`src/rtl/fifo_rd_drain.sv`:
```
// fifo_rd_drain
// Read-side consumer for the asynchronous FIFO, entirely in the rclk domain.
// Pops words through the FIFO read port and absorbs the one-cycle read
// latency of the FIFO memory in a 3-entry skid buffer. Words leave on a
// valid/ready stream in pop order.
//
// Ports:
//   rclk, r_rst_n      read clock, asynchronous active-low reset
//   enable             allows new FIFO reads when high
//   empty, data_out    FIFO read-side flag and data (data one cycle after pop)
//   r_en               FIFO pop strobe
//   m_data, m_valid,   downstream stream
//   m_ready
//   rd_count           beats accepted downstream (wraps)
//   stall_count        cycles with m_valid=1 and m_ready=0 (wraps)
module fifo_rd_drain #(
    parameter int data_width = 8,
    parameter int cnt_width  = 16
) (
    input  logic                  rclk,
    input  logic                  r_rst_n,
    input  logic                  enable,
    input  logic                  empty,
    input  logic [data_width-1:0] data_out,
    output logic                  r_en,
    output logic [data_width-1:0] m_data,
    output logic                  m_valid,
    input  logic                  m_ready,
    output logic [cnt_width-1:0]  rd_count,
    output logic [cnt_width-1:0]  stall_count
);

    logic [data_width-1:0] skid [0:2];
    logic [1:0]            wr_idx;
    logic [1:0]            rd_idx;
    logic [1:0]            occ;
    logic                  infl;
    logic [2:0]            pending;
    logic                  capture;
    logic                  xfer;

    // Advance a buffer index modulo 3.
    function automatic logic [1:0] wrap_inc(input logic [1:0] idx);
        return (idx == 2'd2) ? 2'd0 : idx + 2'd1;
    endfunction

    // Words already held plus the one arriving next cycle; a pop is only
    // issued when a slot is guaranteed for it, so m_ready never feeds r_en.
    assign pending = {1'b0, occ} + {2'b00, infl};
    assign r_en    = enable & ~empty & (pending < 3'd3);

    // data_out is valid exactly in the cycle after a pop.
    assign capture = infl;
    assign m_valid = (occ != 2'd0);
    assign m_data  = skid[rd_idx];
    assign xfer    = m_valid & m_ready;

    always_ff @(posedge rclk or negedge r_rst_n) begin
        if (!r_rst_n) begin
            for (int i = 0; i < 3; i++) begin
                skid[i] <= '0;
            end
            wr_idx      <= 2'd0;
            rd_idx      <= 2'd0;
            occ         <= 2'd0;
            infl        <= 1'b0;
            rd_count    <= '0;
            stall_count <= '0;
        end else begin
            infl <= r_en;

            if (capture) begin
                skid[wr_idx] <= data_out;
                wr_idx       <= wrap_inc(wr_idx);
            end

            if (xfer) begin
                rd_idx   <= wrap_inc(rd_idx);
                rd_count <= rd_count + cnt_width'(1);
            end

            if (m_valid && !m_ready) begin
                stall_count <= stall_count + cnt_width'(1);
            end

            case ({capture, xfer})
                2'b10:   occ <= occ + 2'd1;
                2'b01:   occ <= occ - 2'd1;
                default: occ <= occ;
            endcase
        end
    end

endmodule
```
`config.mk`:
```
export PLATFORM = sky130hd
export DESIGN_NAME = fifo_rd_drain
export DESIGN_NICKNAME = d
export VERILOG_FILES = /design/src/rtl/fifo_rd_drain.sv
export SDC_FILE = /design/constraint.sdc
export NUM_CORES = 1
export LEC_CHECK = 0
export CORE_AREA = 4 4 77 79
export DETAILED_ROUTE_END_ITERATION = 8
export DIE_AREA = 0 0 81 83
export PLACE_DENSITY = 0.84
export SLEW_MARGIN = 0
export SYNTH_ARGS = -nofsm -noshare
export SYNTH_HDL_FRONTEND = slang
export SYNTH_SLANG_ARGS = --single-unit
```
`constraint.sdc`:
```
create_clock -name rclk -period 4.05 [get_ports rclk]
set_clock_uncertainty 0.1 [all_clocks]
set_input_delay 0.81 -clock rclk [delete_from_list [all_inputs] [get_ports rclk]]
set_output_delay 0.81 -clock rclk [all_outputs]
set_load 0.02 [all_outputs]
```
Figure 1. Clock wires, drivers and flops.
Scale: 6 px per µm.
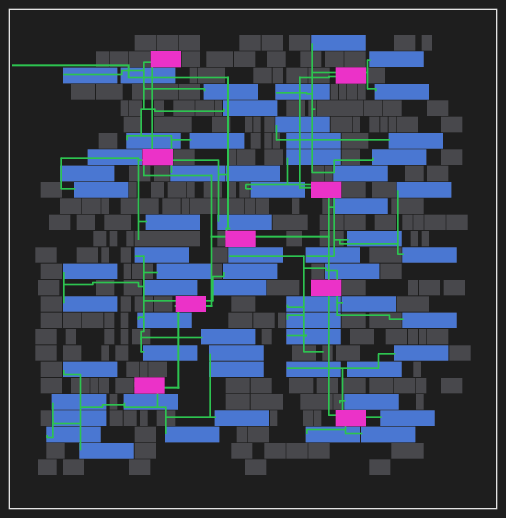
Key: flip-flops = blue [count 63]; clock-net drivers = magenta [count 9]; clock wires = green [length 771 µm]
Position of the flops: spread over the die.
clock share of power: 19.4%
clock network power consumption: 0.000504 W

Figure 2. Wiring heat map.
Scale: 4 px per µm. 16 x 17 tiles, from white (low) to dark blue (high), scaled to the fullest tile. Values are wire area over tile area, all layers added.
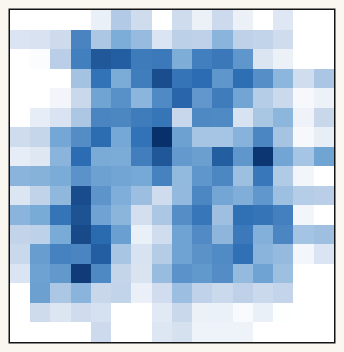
34% of the tiles are over half the peak. The fullest tile reaches 0.34. 15% of the tiles are nearly empty.
detailed-route via count: 1872
total global-route track usage: 18.10%

Figure 3. Nets reached from selected ports.
Scale: 6 px per µm.
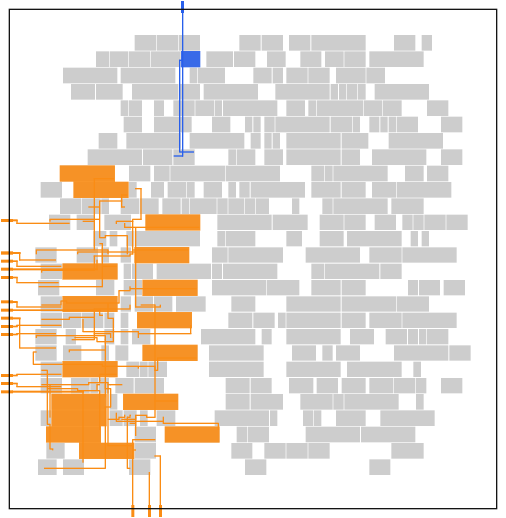
Key: rd_count = orange [bits 16, direction output, end cells 16, buffers 16, wire 662 µm]; empty = blue [bits 1, direction input, end cells 1, buffers 1, wire 43.4 µm]
number of port buffers: 54
total I/O pin count: 55

-- layout by cell type (no fill, tap or decap), types with 5 or more instances in the layout --
cell type | synthesis | layout
sky130_fd_sc_hd__clkbuf_8 | 0 | 9
sky130_fd_sc_hd__clkdlybuf4s50_1 | 0 | 53
sky130_fd_sc_hd__dfrtp_1 | 63 | 63
sky130_fd_sc_hd__ha_1 | 5 | 5
sky130_fd_sc_hd__inv_1 | 5 | 5
sky130_fd_sc_hd__mux2_2 | 17 | 17
sky130_fd_sc_hd__mux2_4 | 8 | 8
sky130_fd_sc_hd__mux2i_1 | 8 | 8
sky130_fd_sc_hd__nand2_1 | 25 | 25
sky130_fd_sc_hd__nand3_1 | 10 | 10
sky130_fd_sc_hd__nor2_1 | 10 | 10
sky130_fd_sc_hd__o21ai_0 | 10 | 10
sky130_fd_sc_hd__xnor2_1 | 21 | 21
sky130_fd_sc_hd__xor2_1 | 12 | 12
-- power by group through the flow --
stage	clock, W	sequential, W	combinational (W)
6_report	0.000504	0.00108	0.00101
5_1_grt	0.000542	0.00112	0.00110
4_1_cts	0.000517	0.00108	0.00102
3_5_place_dp	0	0.00109	0.00102
3_3_place_gp	0	0.00108	0.000999
2_1_floorplan	0	0.00108	0.000621
-- metal layers --
metal / part of all wire, % / global-route usage [%] / up-vias / wire, µm
li1: - / - / 916 / -
met1: 46 / 24.82 / 912 / 2474
met2: 49 / 26.89 / 35 / 2635
met3: 3.7 / 4.772 / 9 / 201
met4: 1.4 / 7.834 / 0 / 78
met5: 0 / 0 / - / 0
-- state kept, by name (all words and copies together), names as in the netlist --
name,count
stall_count,16
rd_count,16
occ,2
wr_idx,2
capture,1
rd_idx,2
skid,24
==> results.ini <==
[placed_design]
place_hpwl_mm=3.709
detailed_place.area_um2=3472
post-place-ws_ns=0.6218
number_of_cells_in_the_design_after_placement=352

[sta]
final.period_utilization_pct=85.75
slew_of_the_pin_with_the_lowest_slew_margin_ns=0.7041
fmax_mhz=288.0
grt_setup_unrepaired=no
hold_violations=0
number_of_pins_with_negative_max_slew_slack_in_the_final_report=0
max_slew_margin_pct=53.06
timing.setup.tns_ns=0
finalCriticalPeriod_ns=3.473
setup_violations=0

[yosys]
synth.avg_cell_area_um2=12.49
most_used_standard_cell_by_instance_count_after_synthesis=sky130_fd_sc_hd__dfrtp_1
synth_stat.cells=231
simple_gate_area_share_pct=13.70
yosys.area_share.xor_xnor_pct=10.02
netlist_area_um2=2885
synthAdderAreaFrac_pct=2.168
yosys_most_used_dff=sky130_fd_sc_hd__dfrtp_1
post_synth_tally_of_flip_flops_with_integrated_enable=0
netlist.top_cell.by_area=sky130_fd_sc_hd__dfrtp_1
synth.ff_latch_count=63
compound_area_share_pct=3.513
yosys-top-cells-count=63 x sky130_fd_sc_hd__dfrtp_1, 25 x sky130_fd_sc_hd__nand2_1, 21 x sky130_fd_sc_hd__xnor2_1
ys_warn_count=0
area_leaders=sky130_fd_sc_hd__dfrtp_1 55%, sky130_fd_sc_hd__mux2_2 6.6%, sky130_fd_sc_hd__xnor2_1 6.4%
postSynth.asyncResetShare_pct=100.0
synth.lib_cells_used.distinct=37
ys_seq_share_pct=54.64
post-synth-top-area-fraction_pct=54.64

[clock_tree]
cts_tree=yes
cts_setup_buffers=0
cts_hold_repair.buffers=0
total_number_of_clock_tree_sinks=63
clk_path_buf_depth=2
worstSkewPairLatency_ns=0.33

[layout]
fin_util_pct=68.38
inverters_excl_clock=6
layout.buffer.nonclock.area_share_pct=14.88
clock_cell_area_share_pct=4.868
final-seq-area_um2=1577
num-nets-final=309
synthToLayoutAreaGrowth_pct=26.50
signal_buffers=55
dominant_cells=registers
antennaDiodeCount=0
layout-drive-gt1-share_pct=17.63
combGateArea_um2=1240
comb-cell-share_pct=33.97
logic_gate_count=156
area.share.sequential_pct=43.20

[route]
drt_first_pass_iters=4
routed_wire_length_mm=5.390
avgRoutedWirePerCell_um=14.69
ant_nets=0

[global_route]
first_global_vias=1933
initial_antenna_violation_count=0
global_route_wire_length_before_repair_mm=9.266
largest_net_degree_at_the_start_of_global_routing=34

[hold_path]
hold-path-endpoint=stall_count[15]$_DFFE_PN0P_
hold_path_depth=1

[setup_path]
worstSetupStartpoint=occ[0]$_DFFE_PN0P_
critPathArrivalTime_ns=2.56
start_kind=flop
path_buffers=1
worstPathRequired_ns=3.14
criticalPathCategory=flop to output port
regToRegSetupSlack_ns=2.21
end_of_the_worst_register_to_register_path=occ[1]$_DFFE_PN0P_
path_delay_family=buffers and inverters
r2r_cells=5
crit_slowest_cell=sky130_fd_sc_hd__clkdlybuf4s50_1
critical_path.endpoint_type=output port
crit_path_max_incr_delay_ns=0.71

[floorplanning]
std_cell_rows=27
tap_cells=72
fp_util_pct=54.06
die.size.x_um=81
coreArea_um2=5338
fp.dieH_um=83

[pwr]
p_sw_share_pct=35.54
total_power_w=0.002595
power.internal_w=0.001673
cellPowerDensity_nw_per_um2=711.1
power.leakage_nw=1.620
p_seq_share_pct=41.7
vdd_drop_max_uv=486.2
logic_gate_share_of_total_power_pct=38.8
total_switching_power_w=0.0009225

[outcome]
status=finished clean

[run]
tool_warnings=26
drv.max_cap_violation_count=0

Power is estimated from default activity; no workload was simulated.
